==> images/met2.png <==
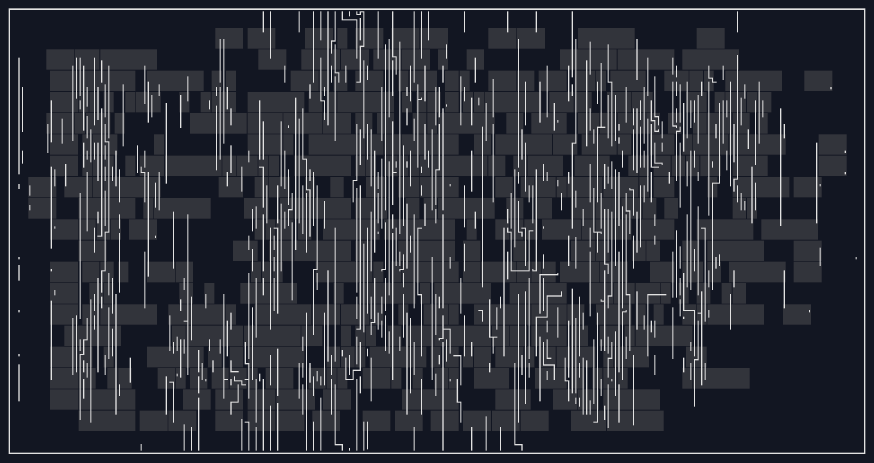
==> images/cell_classes.png <==
The bar under the picture is 20 um long.
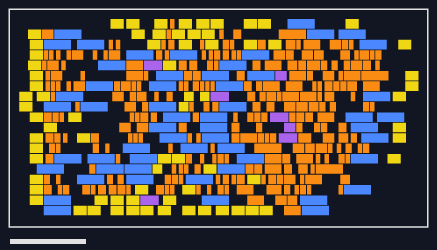
[config.mk]
export PLATFORM = sky130hd
export DESIGN_NAME = shift_add_mult
export DESIGN_NICKNAME = d
export VERILOG_FILES = /design/src/rtl/shift_add_mult_pkg.sv /design/src/rtl/shift_add_mult_cla_nb.sv /design/src/rtl/shift_add_mult.sv
export SDC_FILE = /design/constraint.sdc
export NUM_CORES = 1
export LEC_CHECK = 0
export CAP_MARGIN = 10
export CORE_ASPECT_RATIO = 0.5
export CORE_MARGIN = 2
export CORE_UTILIZATION = 50
export CTS_BUF_LIST = sky130_fd_sc_hd__clkbuf_8 sky130_fd_sc_hd__clkbuf_16
export DETAILED_ROUTE_END_ITERATION = 7
export MAX_ROUTING_LAYER = met4
export PLACE_DENSITY = 0.81
export SLEW_MARGIN = 15
export SYNTH_ARGS = -nofsm -noshare
export SYNTH_HDL_FRONTEND = slang
export SYNTH_SLANG_ARGS = --single-unit
[constraint.sdc]
create_clock -name clk -period 4.8 [get_ports clk]
set_clock_uncertainty 0.1 [all_clocks]
set_input_delay 0.72 -clock clk [delete_from_list [all_inputs] [get_ports clk]]
set_output_delay 0.72 -clock clk [all_outputs]
set_load 0.02 [all_outputs]
[src/rtl/shift_add_mult_pkg.sv]
// Shared types and helpers for the iterative shift-add multiplier:
// state encoding, default widths and the 4-bit carry-lookahead slice.
package shift_add_mult_pkg;

    localparam int DEFAULT_N     = 16;
    localparam int DEFAULT_CNT_W = 5;

    typedef enum logic [1:0] {
        ST_IDLE = 2'b00,
        ST_RUN  = 2'b01,
        ST_DONE = 2'b10
    } mult_state_t;

    // One 4-bit carry-lookahead slice; returns {carry_out, sum[3:0]}.
    function automatic logic [4:0] cla4b(input logic [3:0] in_a,
                                         input logic [3:0] in_b,
                                         input logic       c_in);
        logic [3:0] g;
        logic [3:0] p;
        logic [4:0] c;
        g    = in_a & in_b;
        p    = in_a ^ in_b;
        c[0] = c_in;
        c[1] = g[0] | (p[0] & c[0]);
        c[2] = g[1] | (p[1] & g[0]) | (p[1] & p[0] & c[0]);
        c[3] = g[2] | (p[2] & g[1]) | (p[2] & p[1] & g[0]) | (p[2] & p[1] & p[0] & c[0]);
        c[4] = g[3] | (p[3] & g[2]) | (p[3] & p[2] & g[1]) | (p[3] & p[2] & p[1] & g[0])
             | (p[3] & p[2] & p[1] & p[0] & c[0]);
        return {c[4], p ^ c[3:0]};
    endfunction

endpackage

[src/rtl/shift_add_mult_cla_nb.sv]
// N-bit combinational adder built from N/4 carry-lookahead slices whose
// carries ripple from one slice to the next.
import shift_add_mult_pkg::*;

module shift_add_mult_cla_nb #(
    parameter int N = DEFAULT_N
) (
    input  logic [N-1:0] inA,
    input  logic [N-1:0] inB,
    input  logic         cIn,
    output logic [N-1:0] sum,
    output logic         cOut
);

    logic [N/4:0] carry;

    assign carry[0] = cIn;

    for (genvar i = 0; i < N / 4; i++) begin : g_slice
        logic [4:0] slice_out;
        assign slice_out      = cla4b(inA[4*i +: 4], inB[4*i +: 4], carry[i]);
        assign sum[4*i +: 4]  = slice_out[3:0];
        assign carry[i+1]     = slice_out[4];
    end

    assign cOut = carry[N/4];

endmodule

[src/rtl/shift_add_mult.sv]
// Iterative unsigned shift-add multiplier: one shared N-bit adder is reused for
// N steps, with a start/busy/done handshake and one operation in flight.
import shift_add_mult_pkg::*;

module shift_add_mult #(
    parameter int N     = DEFAULT_N,
    parameter int CNT_W = DEFAULT_CNT_W
) (
    input  logic           clk,
    input  logic           rst,
    input  logic           start,
    input  logic [N-1:0]   a,
    input  logic [N-1:0]   b,
    output logic           busy,
    output logic           done,
    output logic [2*N-1:0] product
);

    mult_state_t      state;
    mult_state_t      state_next;
    logic [N-1:0]     acc;
    logic [N-1:0]     q;
    logic [N-1:0]     m;
    logic [CNT_W-1:0] cnt;
    logic             load;
    logic             step;
    logic [N-1:0]     addend;
    logic [N-1:0]     sum;
    logic             c_out;

    // Partial-product gating: the multiplicand only enters the adder when q[0] is set.
    assign addend = m & {N{q[0]}};

    shift_add_mult_cla_nb #(.N(N)) u_adder (
        .inA  (acc),
        .inB  (addend),
        .cIn  (1'b0),
        .sum  (sum),
        .cOut (c_out)
    );

    always_comb begin
        state_next = state;
        load       = 1'b0;
        step       = 1'b0;
        case (state)
            ST_IDLE: begin
                if (start) begin
                    load       = 1'b1;
                    state_next = ST_RUN;
                end
            end
            ST_RUN: begin
                step = 1'b1;
                if (cnt == CNT_W'(1)) begin
                    state_next = ST_DONE;
                end
            end
            ST_DONE: begin
                if (start) begin
                    load       = 1'b1;
                    state_next = ST_RUN;
                end else begin
                    state_next = ST_IDLE;
                end
            end
            default: state_next = ST_IDLE;
        endcase
    end

    // Each RUN step shifts {carry, sum, q} right by one; the carry-out lands in acc's MSB.
    always_ff @(posedge clk) begin
        if (rst) begin
            state <= ST_IDLE;
            acc   <= '0;
            q     <= '0;
            m     <= '0;
            cnt   <= '0;
        end else begin
            state <= state_next;
            if (load) begin
                m   <= a;
                q   <= b;
                acc <= '0;
                cnt <= CNT_W'(N);
            end else if (step) begin
                acc <= {c_out, sum[N-1:1]};
                q   <= {sum[0], q[N-1:1]};
                cnt <= cnt - CNT_W'(1);
            end
        end
    end

    assign busy    = (state == ST_RUN);
    assign done    = (state == ST_DONE);
    assign product = {acc, q};

endmodule

==> impl_metrics.yaml <==
# synthesis and place-and-route metrics
global_routing:
  grt_start_max_net_pins: 41
route:
  drt-initial-drc-count: 153
  wl_per_cell_um: 14.01
clock_tree:
  cts_made_buffers: 5
  cts-htree-levels: 2
  cts_tree: "yes"
  cts_hold_buf: 0
synth:
  ys_types: 40
  synth-edff-count: 0
  yosys_warnings: 0
  syn_nets: 396
cells_and_area:
  fillerInstances: 465
  reg_top3: "acc (16), m (16), q (16)"
  bufAreaShareNonClock_pct: 19.85
  regArea_mm2: 0.001101
timing:
  max_clock_freq_mhz: 302.1
  slew_viol_final: 0
  tightest_slew_ns: 1.034
  setup_violations: 0
  setup_slack_ns: 1.490
run_status:
  outcome: "completed"
critical_path:
  worst_r2r_path_depth: 11
  cp-start-kind: "flop"
floorplanning:
  die_h_um: 56.67
  taps: 73
About met2.png:
- share of all routed wire: 45%
- main direction: vertical
- nets with wire on the layer: 378
- longest straight run: 24.5 um

About cell_classes.png:
- blue: flip-flops (cells 55; share of their area 32%)
- orange: all other logic (cells 263; share of their area 46%)
- purple: clock drivers and dummy loads (cells 7; share of their area 2.5%)
- yellow: other buffers and delay cells (cells 72; share of their area 20%)
sequential share of cell area: 30.75%
final core occ: 66.07%
core area: 0.005420 mm2
num rows: 19

## metrics by stage
step	power, mW	hold slack (ns)
final	0.9787	0.3568
after global placement	0.7254	0.3435
after detailed placement	0.7304	0.3427
after CTS	0.9838	0.3561
after global routing	1.028	0.3886
after floorplan	0.6387	0.3317
## cell usage in the layout (no fill, tap or decap), types with 7 or more instances in the layout
| cell | count |
|---|---|
| nor3_1 | 13 |
| o22ai_1 | 11 |
| ha_1 | 18 |
| xnor2_1 | 7 |
| nor2_1 | 33 |
| dfxtp_1 | 55 |
| a21oi_1 | 29 |
| and2_1 | 16 |
| nand3_1 | 11 |
| clkdlybuf4s50_1 | 68 |
| a211oi_1 | 7 |
| inv_1 | 7 |
| nand2_1 | 58 |
| a311oi_1 | 7 |
## kinds of logic (layout without fill, tap and decap cells)
logic type / after synthesis / count (layout) / synth area share [%]
and+or+nand+nor: 148 / 148 / 24.45
AOI/OAI and AO/OA: 76 / 76 / 17.82
DFF: 55 / 55 / 39.69
buffers and inverters: 28 / 86 / 3.879
adders and majority gates: 22 / 22 / 11.01
xor gates and xnor gates: 10 / 10 / 3.158
## critical path: stages (launching register included)
cell	delay (ns)
dfxtp_1	0.60
and2_1	0.25
ha_1	0.28
a211oi_2	0.28
o21bai_2	0.15
a211o_1	0.34
a22o_2	0.26
o21ai_0	0.16
nand2b_1	0.09
fa_1	0.38
xnor2_1	0.13
a211oi_1	0.21
## Yosys cell counts (2+ instances only)
| library cell | number | area [um2] |
|---|---|---|
| nand2_1 | 58 | 217.7 |
| dfxtp_1 | 55 | 1101 |
| nor2_1 | 33 | 123.9 |
| a21oi_1 | 29 | 145.1 |
| clkbuf_1 | 18 | 67.56 |
| ha_1 | 18 | 225.2 |
| and2_1 | 16 | 100.1 |
| nor3_1 | 13 | 65.06 |
| nand3_1 | 11 | 55.05 |
| o22ai_1 | 11 | 68.82 |
| a211oi_1 | 7 | 52.55 |
| a311oi_1 | 7 | 61.31 |
| inv_1 | 7 | 26.28 |
| xnor2_1 | 7 | 61.31 |
| o21ai_0 | 6 | 30.03 |
| nand2b_1 | 5 | 31.28 |
| a21o_1 | 4 | 30.03 |
| fa_1 | 4 | 80.08 |
| xor2_1 | 3 | 26.28 |
| a211o_1 | 2 | 17.52 |
| a211oi_2 | 2 | 25.02 |
| buf_2 | 2 | 10.01 |
| nand3b_1 | 2 | 15.01 |
| nor2b_1 | 2 | 12.51 |
| o21ai_1 | 2 | 10.01 |
## metal layers
layer	GRT usage, %	vias to the layer above	wire length [um]
met5	-	-	0
met1	30.82	1218	3230
met4	6.148	0	75
met2	36.51	55	2974
li1	-	1284	-
met3	4.065	7	306
## final timing paths
path	startpoint	endpoint	slack [ns]
setup / recovery	q[0]$_SDFFE_PP0P_	acc[12]$_SDFFE_PP0P_	1.49
hold / removal	m[3]$_SDFFE_PP0P_	m[3]$_SDFFE_PP0P_	0.36
setup reg to reg	q[0]$_SDFFE_PP0P_	acc[12]$_SDFFE_PP0P_	1.49
hold reg to reg	m[3]$_SDFFE_PP0P_	m[3]$_SDFFE_PP0P_	0.36
## where the power goes
group	internal [mW]	switching, mW	total [mW]
combinational	0.0965	0.112	0.208
sequential	0.487	0.0261	0.513
clock	0.103	0.154	0.257
Power is estimated from default activity; no workload was simulated.
